Figure 1. Gate families picked out (run 1).
Scale bar: 20 um.
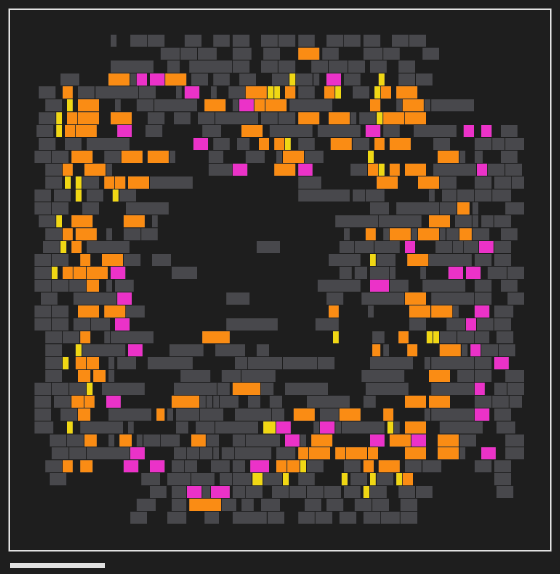
Figure 2. The clock network (run 1).
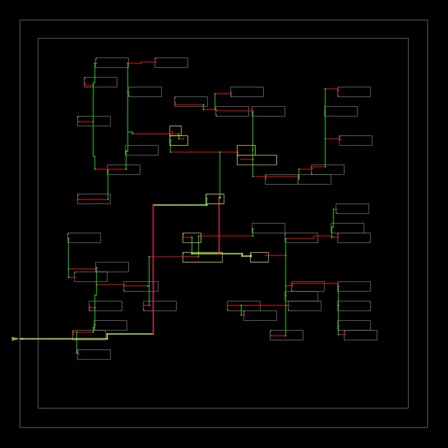
Figure 3. Placed cells, one color a class (run 1).
Scale bar: 20 um.
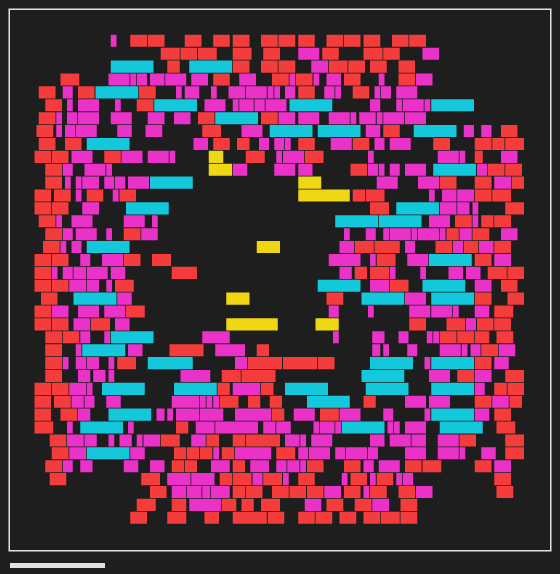
===== config.mk =====
export PLATFORM = sky130hd
export DESIGN_NAME = counter_load_sched_flat
export DESIGN_NICKNAME = d
export VERILOG_FILES = /design/src/rtl/counter_load_sched_if.sv /design/src/rtl/counter_load_sched.sv /design/src/flat_wrapper.sv
export SDC_FILE = /design/constraint.sdc
export NUM_CORES = 1
export LEC_CHECK = 0
export CAP_MARGIN = 20
export CORE_MARGIN = 5
export CORE_UTILIZATION = 34
export DETAILED_ROUTE_END_ITERATION = 12
export PLACE_DENSITY = 0.78
export SYNTH_ARGS = -nofsm -noshare
export SYNTH_HDL_FRONTEND = slang
export SYNTH_SLANG_ARGS = --single-unit

===== constraint.sdc =====
create_clock -name clk -period 2.1 [get_ports clk]
set_input_delay 0.42 -clock clk [delete_from_list [all_inputs] [get_ports clk]]
set_output_delay 0.42 -clock clk [all_outputs]
set_load 0.03 [all_outputs]

===== src/rtl/counter_load_sched_if.sv =====
// Requester, completion and counter-core write/readback signals for counter_load_sched.
// The scheduler uses the slave modport; the requesters/core environment uses master.
interface counter_load_sched_if #(
    parameter int NUM_REQ = 4
);
    localparam int ID_W = $clog2(NUM_REQ);

    logic [NUM_REQ-1:0]    reqValid;
    logic [NUM_REQ-1:0]    reqReady;
    logic [NUM_REQ*32-1:0] reqCount;
    logic [NUM_REQ-1:0]    reqEn;
    logic [NUM_REQ-1:0]    reqDir;
    logic [NUM_REQ-1:0]    reqIre;
    logic                  doneValid;
    logic [ID_W-1:0]       doneId;
    logic                  doneErr;
    logic                  busy;
    logic [31:0]           counterIn;
    logic                  counterEnIn;
    logic                  counterDirIn;
    logic                  counterIreIn;
    logic                  counterWe;
    logic                  counterConfigWe;
    logic [31:0]           counterOut;
    logic                  counterDirOut;
    logic                  counterIreOut;

    modport slave (
        input  reqValid, reqCount, reqEn, reqDir, reqIre,
        input  counterOut, counterDirOut, counterIreOut,
        output reqReady, doneValid, doneId, doneErr, busy,
        output counterIn, counterEnIn, counterDirIn, counterIreIn, counterWe, counterConfigWe
    );

    modport master (
        output reqValid, reqCount, reqEn, reqDir, reqIre,
        output counterOut, counterDirOut, counterIreOut,
        input  reqReady, doneValid, doneId, doneErr, busy,
        input  counterIn, counterEnIn, counterDirIn, counterIreIn, counterWe, counterConfigWe
    );
endinterface


===== src/rtl/counter_load_sched.sv =====
// Round-robin scheduler sharing the counter core's write port: pause, load, [verify], config, done.
// Define COUNTER_LOAD_SCHED_VERIFY_EN to insert a readback VERIFY state that drives doneErr.
module counter_load_sched #(
    parameter int NUM_REQ = 4
) (
    input  logic                clk,
    input  logic                reset,
    counter_load_sched_if.slave bus
);
    localparam int ID_W = $clog2(NUM_REQ);

    typedef enum logic [2:0] {
        S_IDLE   = 3'd0,
        S_PAUSE  = 3'd1,
        S_LOAD   = 3'd2,
        S_VERIFY = 3'd3,
        S_CONFIG = 3'd4,
        S_DONE   = 3'd5
    } state_e;

    state_e          state_q, state_d;
    logic [ID_W-1:0] rr_ptr_q, rr_ptr_d;
    logic [ID_W-1:0] id_q, id_d;
    logic [31:0]     cnt_q, cnt_d;
    logic            en_q, en_d;
    logic            dir_q, dir_d;
    logic            ire_q, ire_d;
    logic            err_q, err_d;
    logic            grant_vld_s;
    logic [ID_W-1:0] grant_s;

`ifndef COUNTER_LOAD_SCHED_VERIFY_EN
    logic            unused_s;
    assign unused_s = ^bus.counterOut;
`endif

    function automatic logic [ID_W-1:0] rr_index(input logic [ID_W-1:0] base, input int off);
        int sum;
        sum = int'(base) + off;
        if (sum >= NUM_REQ) begin
            sum = sum - NUM_REQ;
        end
        return ID_W'(sum);
    endfunction

    // Round-robin pick; scanning offsets downward lets the one nearest rr_ptr_q win.
    always_comb begin
        grant_vld_s = 1'b0;
        grant_s     = rr_ptr_q;
        for (int k = NUM_REQ - 1; k >= 0; k--) begin
            grant_s     = bus.reqValid[rr_index(rr_ptr_q, k)] ? rr_index(rr_ptr_q, k) : grant_s;
            grant_vld_s = grant_vld_s | bus.reqValid[rr_index(rr_ptr_q, k)];
        end
    end

    // Next-state and capture logic for the load sequence.
    always_comb begin
        state_d  = state_q;
        rr_ptr_d = rr_ptr_q;
        id_d     = id_q;
        cnt_d    = cnt_q;
        en_d     = en_q;
        dir_d    = dir_q;
        ire_d    = ire_q;
        err_d    = err_q;
        case (state_q)
            S_IDLE: begin
                if (grant_vld_s) begin
                    id_d     = grant_s;
                    cnt_d    = bus.reqCount[32*int'(grant_s) +: 32];
                    en_d     = bus.reqEn[grant_s];
                    dir_d    = bus.reqDir[grant_s];
                    ire_d    = bus.reqIre[grant_s];
                    rr_ptr_d = (int'(grant_s) == NUM_REQ - 1) ? '0 : grant_s + ID_W'(1);
                    state_d  = S_PAUSE;
                end else begin
                    state_d  = S_IDLE;
                end
            end
            S_PAUSE:  state_d = S_LOAD;
`ifdef COUNTER_LOAD_SCHED_VERIFY_EN
            S_LOAD:   state_d = S_VERIFY;
            S_VERIFY: begin
                err_d   = (bus.counterOut != cnt_q);
                state_d = S_CONFIG;
            end
`else
            S_LOAD:   state_d = S_CONFIG;
            S_VERIFY: state_d = S_IDLE;
`endif
            S_CONFIG: state_d = S_DONE;
            S_DONE: begin
                err_d   = 1'b0;
                state_d = S_IDLE;
            end
            default:  state_d = S_IDLE;
        endcase
    end

    // Output decode; reqReady is gated by reset so every output reads 0 while it is held.
    always_comb begin
        bus.reqReady        = '0;
        bus.doneValid       = 1'b0;
        bus.doneId          = '0;
        bus.doneErr         = 1'b0;
        bus.busy            = (state_q != S_IDLE);
        bus.counterIn       = 32'h0000_0000;
        bus.counterEnIn     = 1'b0;
        bus.counterDirIn    = 1'b0;
        bus.counterIreIn    = 1'b0;
        bus.counterWe       = 1'b0;
        bus.counterConfigWe = 1'b0;
        case (state_q)
            S_IDLE: begin
                if (grant_vld_s && !reset) begin
                    bus.reqReady = {{(NUM_REQ-1){1'b0}}, 1'b1} << grant_s;
                end else begin
                    bus.reqReady = '0;
                end
            end
            S_PAUSE: begin
                bus.counterConfigWe = 1'b1;
                bus.counterDirIn    = bus.counterDirOut;
                bus.counterIreIn    = bus.counterIreOut;
            end
            S_LOAD: begin
                bus.counterWe = 1'b1;
                bus.counterIn = cnt_q;
            end
            S_VERIFY: bus.counterWe = 1'b0;
            S_CONFIG: begin
                bus.counterConfigWe = 1'b1;
                bus.counterEnIn     = en_q;
                bus.counterDirIn    = dir_q;
                bus.counterIreIn    = ire_q;
            end
            S_DONE: begin
                bus.doneValid = 1'b1;
                bus.doneId    = id_q;
`ifdef COUNTER_LOAD_SCHED_VERIFY_EN
                bus.doneErr   = err_q;
`else
                bus.doneErr   = 1'b0;
`endif
            end
            default: bus.busy = 1'b1;
        endcase
    end

    // State, round-robin pointer and captured request registers.
    always_ff @(posedge clk or posedge reset) begin
        if (reset) begin
            state_q  <= S_IDLE;
            rr_ptr_q <= '0;
            id_q     <= '0;
            cnt_q    <= 32'h0000_0000;
            en_q     <= 1'b0;
            dir_q    <= 1'b0;
            ire_q    <= 1'b0;
            err_q    <= 1'b0;
        end else begin
            state_q  <= state_d;
            rr_ptr_q <= rr_ptr_d;
            id_q     <= id_d;
            cnt_q    <= cnt_d;
            en_q     <= en_d;
            dir_q    <= dir_d;
            ire_q    <= ire_d;
            err_q    <= err_d;
        end
    end
endmodule


===== src/flat_wrapper.sv =====
// flat-port wrapper written by rule: the top's interface ports become plain ports
module counter_load_sched_flat 
#(
    parameter int NUM_REQ = 4
)
  (clk, reset, bus_reqValid, bus_reqCount, bus_reqEn, bus_reqDir, bus_reqIre, bus_counterOut, bus_counterDirOut, bus_counterIreOut, bus_reqReady, bus_doneValid, bus_doneId, bus_doneErr, bus_busy, bus_counterIn, bus_counterEnIn, bus_counterDirIn, bus_counterIreIn, bus_counterWe, bus_counterConfigWe);
  counter_load_sched_if #(.NUM_REQ(NUM_REQ)) bus_i ();
  input  logic clk;
  input  logic reset;
  input wire logic [$bits(bus_i.reqValid)-1:0] bus_reqValid;
  input wire logic [$bits(bus_i.reqCount)-1:0] bus_reqCount;
  input wire logic [$bits(bus_i.reqEn)-1:0] bus_reqEn;
  input wire logic [$bits(bus_i.reqDir)-1:0] bus_reqDir;
  input wire logic [$bits(bus_i.reqIre)-1:0] bus_reqIre;
  input wire logic [$bits(bus_i.counterOut)-1:0] bus_counterOut;
  input wire logic [$bits(bus_i.counterDirOut)-1:0] bus_counterDirOut;
  input wire logic [$bits(bus_i.counterIreOut)-1:0] bus_counterIreOut;
  output wire logic [$bits(bus_i.reqReady)-1:0] bus_reqReady;
  output wire logic [$bits(bus_i.doneValid)-1:0] bus_doneValid;
  output wire logic [$bits(bus_i.doneId)-1:0] bus_doneId;
  output wire logic [$bits(bus_i.doneErr)-1:0] bus_doneErr;
  output wire logic [$bits(bus_i.busy)-1:0] bus_busy;
  output wire logic [$bits(bus_i.counterIn)-1:0] bus_counterIn;
  output wire logic [$bits(bus_i.counterEnIn)-1:0] bus_counterEnIn;
  output wire logic [$bits(bus_i.counterDirIn)-1:0] bus_counterDirIn;
  output wire logic [$bits(bus_i.counterIreIn)-1:0] bus_counterIreIn;
  output wire logic [$bits(bus_i.counterWe)-1:0] bus_counterWe;
  output wire logic [$bits(bus_i.counterConfigWe)-1:0] bus_counterConfigWe;
  assign bus_i.reqValid = bus_reqValid;
  assign bus_i.reqCount = bus_reqCount;
  assign bus_i.reqEn = bus_reqEn;
  assign bus_i.reqDir = bus_reqDir;
  assign bus_i.reqIre = bus_reqIre;
  assign bus_i.counterOut = bus_counterOut;
  assign bus_i.counterDirOut = bus_counterDirOut;
  assign bus_i.counterIreOut = bus_counterIreOut;
  assign bus_reqReady = bus_i.reqReady;
  assign bus_doneValid = bus_i.doneValid;
  assign bus_doneId = bus_i.doneId;
  assign bus_doneErr = bus_i.doneErr;
  assign bus_busy = bus_i.busy;
  assign bus_counterIn = bus_i.counterIn;
  assign bus_counterEnIn = bus_i.counterEnIn;
  assign bus_counterDirIn = bus_i.counterDirIn;
  assign bus_counterIreIn = bus_i.counterIreIn;
  assign bus_counterWe = bus_i.counterWe;
  assign bus_counterConfigWe = bus_i.counterConfigWe;
  counter_load_sched #(.NUM_REQ(NUM_REQ)) u_core (.clk(clk), .reset(reset), .bus(bus_i));
endmodule

==> flow_summary.toml, run 1 <==
# yosys + openroad results
[status]
status = "finished with violations"
violations = "setup timing"

[grt]
use_met1_pct = 22.3
grtUsageTotal_pct = 19.3
grt_pass1_wl_um = 20200
grt_use_met3_pct = 4.72
grt.busiest_layer = "met2"
antenna_found_initial = 0
grt_max_degree = 39
grt_use_met2_pct = 35.6
grt-ovfl-total = 0
grt_pass1_vias = 3979

[pwr]
pwr-share-comb_pct = 69.6
p_seq_share_pct = 19.9
p_leak_nw = 2.61
p_clk_share_pct = 10.6
internal_power_mw = 4.09
peakVddDrop_v = 0.000622
swShare_pct = 44.6
p_total_mw = 7.38
switching_power_mw = 3.30
power_density_nw_per_um2 = 1200

[sta]
finalHoldViolations = 0
finalSetupTns_ps = -878
rsz0062_at_grt = "true"
post-route-period-util_pct = 113
max_freq_mhz = 420
setup_ws_ps = -280
setup_viol = 5
period_minus_slack_ps = 2380
maxSlewViolCount = 0

[drt]
drc_errors = 0
top_layer_used = "met4"
drt_wl_total_um = 12900
post_drt_wl_per_cell_um = 17.9
met3_length_um = 912
vias_per_cell = 5.05
drtIter0Drc = 141
ant_nets = 0
drt-pass1-iter-count = 4
num_vias = 3635
wl_met2_um = 6770
wl_met1_um = 5060

[critical_path]
crit_cells = 10
slowest_stage = "dlygate4sd2_1"
critical_path.endpoint = "bus_reqReady[3]"
end_kind = "output pin"
reg2reg_from = "u_core.state_q[0]"
rrSetupSlack_ps = 100
worstPathCellList = "dlygate4sd2_1, buf_4, nor2b_4, o21ai_4, nand3_4, inv_4, buf_12, ha_4, and3_4, buf_6"
cp.required_ps = 1680
crit_family = "buffers and inverters"
r2r.worst_path.cells = 6
crit_path_start = "bus_reqValid[2]"
worstSetupPathType = "primary input to output pin"
start_kind = "primary input"
crit_buf_inv = 5
rr_endpoint = "u_core.cnt_q[18]"
arrival_ps = 1960
cp_max_fo = 17
cpPeakStageDelay_ps = 280

[placement]
place_area_um2 = 5670
place.gp.congestion = 0.835
port-buffer-count = 192
dpl.hpwl_um = 9350

[synthesis]
async_reset_ff_share_pct = 100
synth-cells-yosys = 373
synth_top_cell_by_area = "dfrtp_1"
synthCells = 373
synthDistinctLibCells = 44
syn-num-nets = 554
synth_area_um2 = 3670
netlist_top_cells_count = "a211oi_2, dfrtp_1, nor2_1"
synth-edff-count = 0
ys_chip_area_um2 = 3670
yosys-top-cells-area = "dfrtp_1, a211oi_2, mux2i_1"
synth_flop_count = 42
ys_warn_count = 0
most_common_cell = "a211oi_2"
avgSynthCellArea_um2 = 9.85
ys.flop_type = "dfrtp_1"
synth_seq_share_pct = 28.6
top_area_share_pct = 28.6

[cts]
cts_root_buffer = "clkbuf_8"
clkTransAtPathRegs_ps = 80
cts_buffers = 5
cts_max_level = 2
cts_tree = "yes"
clock-sinks = 42
clock_tree.buffer_depth = 2
clock.latency.late_pin_ps = 290

[min_path]
whs_endpoint = "u_core.id_q[0]"
hold_class = "flip-flop to flip-flop"
min_from = "u_core.id_q[0]"
min_delay_path_depth = 2

[floorplanning]
dieHeight_um = 114
die_width_um = 114
initial_utilization_pct = 34.3
chip_area_um2 = 13000
ios = 226

[run]
maxCapViolations = 0
log.warning_count = 61

[final_layout]
nets = 760
layout_top_cells = "clkdlybuf4s50_1, a211oi_2, buf_6"
diodes = 0
area_growth_pct = 68.2
drive_gt1_share_pct = 34.8
Notes on Figure 1 above:
Key: orange = aoi and oai cells [cells 114, most used a211oi_2, where all over the die]; yellow = inv cells [cells 37, most used inv_1]; magenta = and/or cells [cells 41, most used and2_4, where all over the die]
Commonest Layout Cell: clkdlybuf4s50_1
logic share of the area: 37.0%

Notes on Figure 2 above:
flip-flops: 42
Clock Skew: 3.00 ps

Notes on Figure 3 above:
Key: red = remaining buffers and delay cells [cells 234]; cyan = registers [cells 42]; yellow = clock drivers and dummy loads [cells 8]; magenta = remaining logic cells [cells 296]
Finished Core Util: 57.8%
Placement Rows: 38
final instance area: 6180 um^2
Core ar.: 10700 um^2
sequential cell area share: 17.0%

run 1: flip-flops by register name, summed over array words and instances, names as in the netlist:
signal,count
u_core.dir_q,1
u_core.rr_ptr_q,2
u_core.ire_q,1
u_core.cnt_q,32
u_core.id_q,2
u_core.en_q,1
u_core.state_q,3
run 1: stage by stage:
| stage | hold WS [ps] | instances | setup WS (ps) |
|---|---|---|---|
| floorplan | 419 | 373 | -43.0 |
| global placement | 473 | 702 | -720 |
| detailed placement | 482 | 702 | -766 |
| CTS | 502 | 715 | -314 |
| global route | 543 | 720 | -351 |
| finish | 500 | 720 | -280 |
run 1: cell type report:
type                            count  area [um^2]
Fill cell                         933         4520
Timing Repair Buffer              234         2380
Multi-Input combinational cell    259         2290
Sequential cell                    42         1050
Tap cell                          140          175
Inverter                           37          145
Clock buffer                        5         68.8
Clock inverter                      3         68.8
run 1: repair_timing:
action / 4_1_cts / 5_1_grt
setup endpoints to repair: 70 / 53
cloned: 2 / 1
endpoints found under the hold margin: 0 / 0
gates resized: 55 / 62
pin swaps: 5 / 26
buffers inserted: 3 / 4
hold buffers: 0 / 0
run 1: power by group through the flow:
stage	clock network [mW]	logic (mW)	registers, mW
3_3_place_gp	0	4.52	1.43
5_1_grt	0.841	5.50	1.52
2_1_floorplan	0	3.49	1.40
4_1_cts	0.812	4.89	1.44
6_report	0.780	5.14	1.47
3_5_place_dp	0	4.63	1.45
run 1: worst register-to-register path, stage by stage, from the launching register on:
cell,delay (ps)
dfrtp_1,390
or3_4,410
buf_4,170
a21oi_4,180
buf_4,450
nor2_1,110
a211oi_1,200
run 1: cells by family after synthesis:
logic type      synth area share (%)
compound gates                  31.5
xor+xnor                       0.238
fa+ha+maj                      0.341
buf+inv                         14.2
flops                           28.6
mux                             9.54
other cells                    0.102
simple gates                    15.5
Figure 4. Clock wires, drivers and flops (run 1).
Scale bar: 20 um.
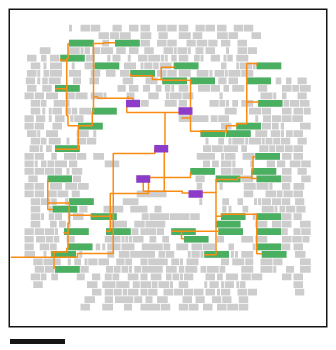

--- run 2 (diff from run 1) ---
--- a/config.mk
+++ b/config.mk
@@ -6,7 +6,8 @@
 export NUM_CORES = 1
 export LEC_CHECK = 0
 export CAP_MARGIN = 20
-export CORE_MARGIN = 5
+export CORE_ASPECT_RATIO = 0.8
+export CORE_MARGIN = 3
 export CORE_UTILIZATION = 34
 export DETAILED_ROUTE_END_ITERATION = 12
 export PLACE_DENSITY = 0.78
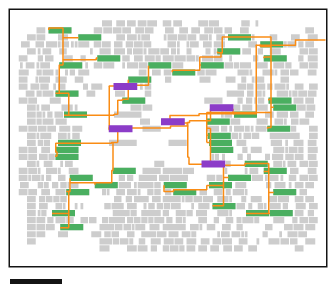
Figure 5: run 2, clock wires, drivers and flops.
Scale bar: 20 um.
Key: purple = clock-net drivers [count 5]; orange = clock wires [length 663 um]; green = flip-flops [count 42]
There are 6 routed clock nets.

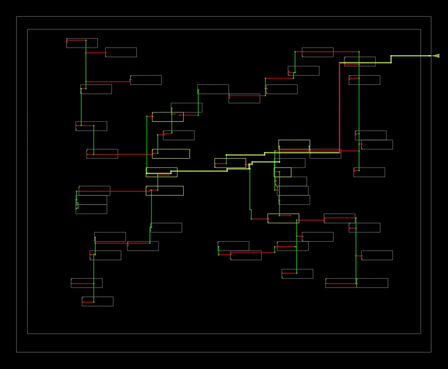
Figure 6: run 2, the clock network.
Clock Skew: 9.00 ps
Clock buffer cells: 6

==> run 2 against run 1 <==
Against the previous run: the flow still finishes with violations (setup timing); non-clock buffer count increased by 7; count of clock-buffer cells in the layout increased by 1; critical path depth decreased by 1; clock power increased by 33%; clock skew increased by 6.0 ps; cell count increased by 0.97%; final area increased by 2.2%; critical endpoint unchanged; largest cell class unchanged.
==> flow_summary.toml, run 2 <==
# yosys + openroad results
[status]
status = "finished with violations"
violations = "setup timing"

[sta]
finalHoldViolations = 0
rsz0062_at_grt = "true"
max_freq_mhz = 421
period_minus_slack_ps = 2380
maxSlewViolCount = 0
setup_ws_ps = -276
setup_viol = 14

[final_layout]
sh_seq_area_pct = 16.6
logic_area_um2 = 2280
largest_reg_flops = 32
nNonClkBuffers = 241
regArea_um2 = 1050
diodes = 0
nets = 767
layout_top_cells = "clkdlybuf4s50_1, a211oi_2, buf_6"
num-nonclk-inverters = 37
mostFrequentLayoutCell = "clkdlybuf4s50_1"
clkCellAreaFrac_pct = 3.15
drive_gt1_share_pct = 35.4
fillers = 901
regMostFlops = "u_core.cnt_q"
layout.nonclk_buf_share_pct = 39.0

[placement]
port-buffer-count = 192
pre_cts_ws_ps = -768
place.gp.congestion = 0.809
dpl.hpwl_um = 9410
dp_cells = 704

[critical_path]
reg2reg_from = "u_core.state_q[1]"
worstSetupPathType = "primary input to output pin"
r2r.worst_path.cells = 6
worstPathCellList = "clkdlybuf4s15_1, buf_4, nor3_2, or4_4, nand2_4, buf_6, ha_4, and3_4, buf_6"
start_kind = "primary input"
arrival_ps = 1960
rrSetupSlack_ps = 90
rr_endpoint = "u_core.cnt_q[20]"
end_kind = "output pin"
cp.required_ps = 1680
cp_max_fo = 4

[min_path]
min_from = "u_core.id_q[0]"
min_delay_path_depth = 2

[pwr]
p_seq_share_pct = 18.6
p_total_mw = 7.86
p_clk_mw = 1.04
p_leak_nw = 2.69
top_power_group = "combinational logic"
power_density_nw_per_um2 = 1240
peakVddDrop_v = 0.000468
swShare_pct = 43.0
seq-power_mw = 1.46
pg_comb_mw = 5.36

[floorplanning]
initial_utilization_pct = 35.3
row_count = 33
chip_area_um2 = 12100
tap_cells = 140
core_area_um2 = 10400
dieHeight_um = 99.0
die_width_um = 122
ios = 226

[grt]
grt_max_degree = 39
grt_pass1_vias = 3921
grt_pass1_wl_um = 19700
grtUsageTotal_pct = 20.3

[cts]
clock.latency.late_pin_ps = 290
cts_buffers = 5
clock_tree.buffer_depth = 2
clkTransAtPathRegs_ps = 60
clock-sinks = 42

[synthesis]
synthDistinctLibCells = 44
netlist_top_cells_count = "a211oi_2, dfrtp_1, nor2_1"
async_reset_ff_share_pct = 100
synth_flop_count = 42
ys_warn_count = 0
top_area_share_pct = 28.6
synth-edff-count = 0
synthCells = 373
yosys-top-cells-area = "dfrtp_1, a211oi_2, mux2i_1"
synth_seq_share_pct = 28.6
syn-num-nets = 554
ys.flop_type = "dfrtp_1"
synth_area_um2 = 3670

[drt]
ant_nets = 0
drt_wl_total_um = 13300
drtIter0Drc = 136
drt-pass1-iter-count = 4
post_drt_wl_per_cell_um = 18.3
vias_per_cell = 5.13

[run]
log.warning_count = 61
run 2: cell counts after synthesis:
No cell type changed its count.
run 2: worst max-delay path by stage:
stage,from,endpoint,slack (ps),cells after the start
finish,bus_reqValid[3],bus_reqReady[3],-280,9
global route,u_core.rr_ptr_q[1],bus_reqReady[3],-320,8
floorplan,u_core.state_q[2],bus_reqReady[0],-40,5
CTS,u_core.rr_ptr_q[1],bus_reqReady[3],-290,7
global placement,bus_reqValid[0],bus_reqReady[0],-710,7
detailed placement,bus_reqValid[0],bus_reqReady[0],-770,7
run 2: routing by layer:
metal  vias to the layer above  track usage [%]  wire length (um)
met3                        10             5.51              1310
met5                         -                0                 0
met1                      1780             24.5              5390
li1                       1773                -                 -
met4                         0             4.39               113
met2                       163             36.1              6510
run 2: metrics by stage:
step / hold slack, ps / utilization [%] / instance area (um^2)
after floorplan: 419 / - / 3770
after global placement: 455 / 54.6 / 5690
after detailed placement: 466 / 54.6 / 5690
after CTS: 481 / 57.9 / 6020
after global routing: 495 / 60.7 / 6310
final: 477 / 60.7 / 6310
run 2: cell families after synthesis:
family / count (synthesis) / synth area share (%)
AND-OR/OR-AND: 118 / 31.5
AND/OR/NAND/NOR: 103 / 15.5
XOR/XNOR: 1 / 0.238
buffers and inverters: 72 / 14.2
multiplexers: 35 / 9.54
other: 1 / 0.102
flip-flops: 42 / 28.6
adder cells (fa/ha/maj): 1 / 0.341
run 2: what timing repair did:
item	CTS	global route
setup buffers	6	6
gates resized	35	85
pin swaps	4	16
hold buffers	0	0
gates cloned	1	3
endpoints found under the setup margin	48	38
run 2: critical path, delay by kind of cell:
| family | cells | cell delay (ps) |
|---|---|---|
| simple gates | 4 | 810 |
| buf+inv | 4 | 600 |
| fa+ha+maj | 1 | 110 |
Power figures rest on the tool's default switching activity, not on a simulated workload.
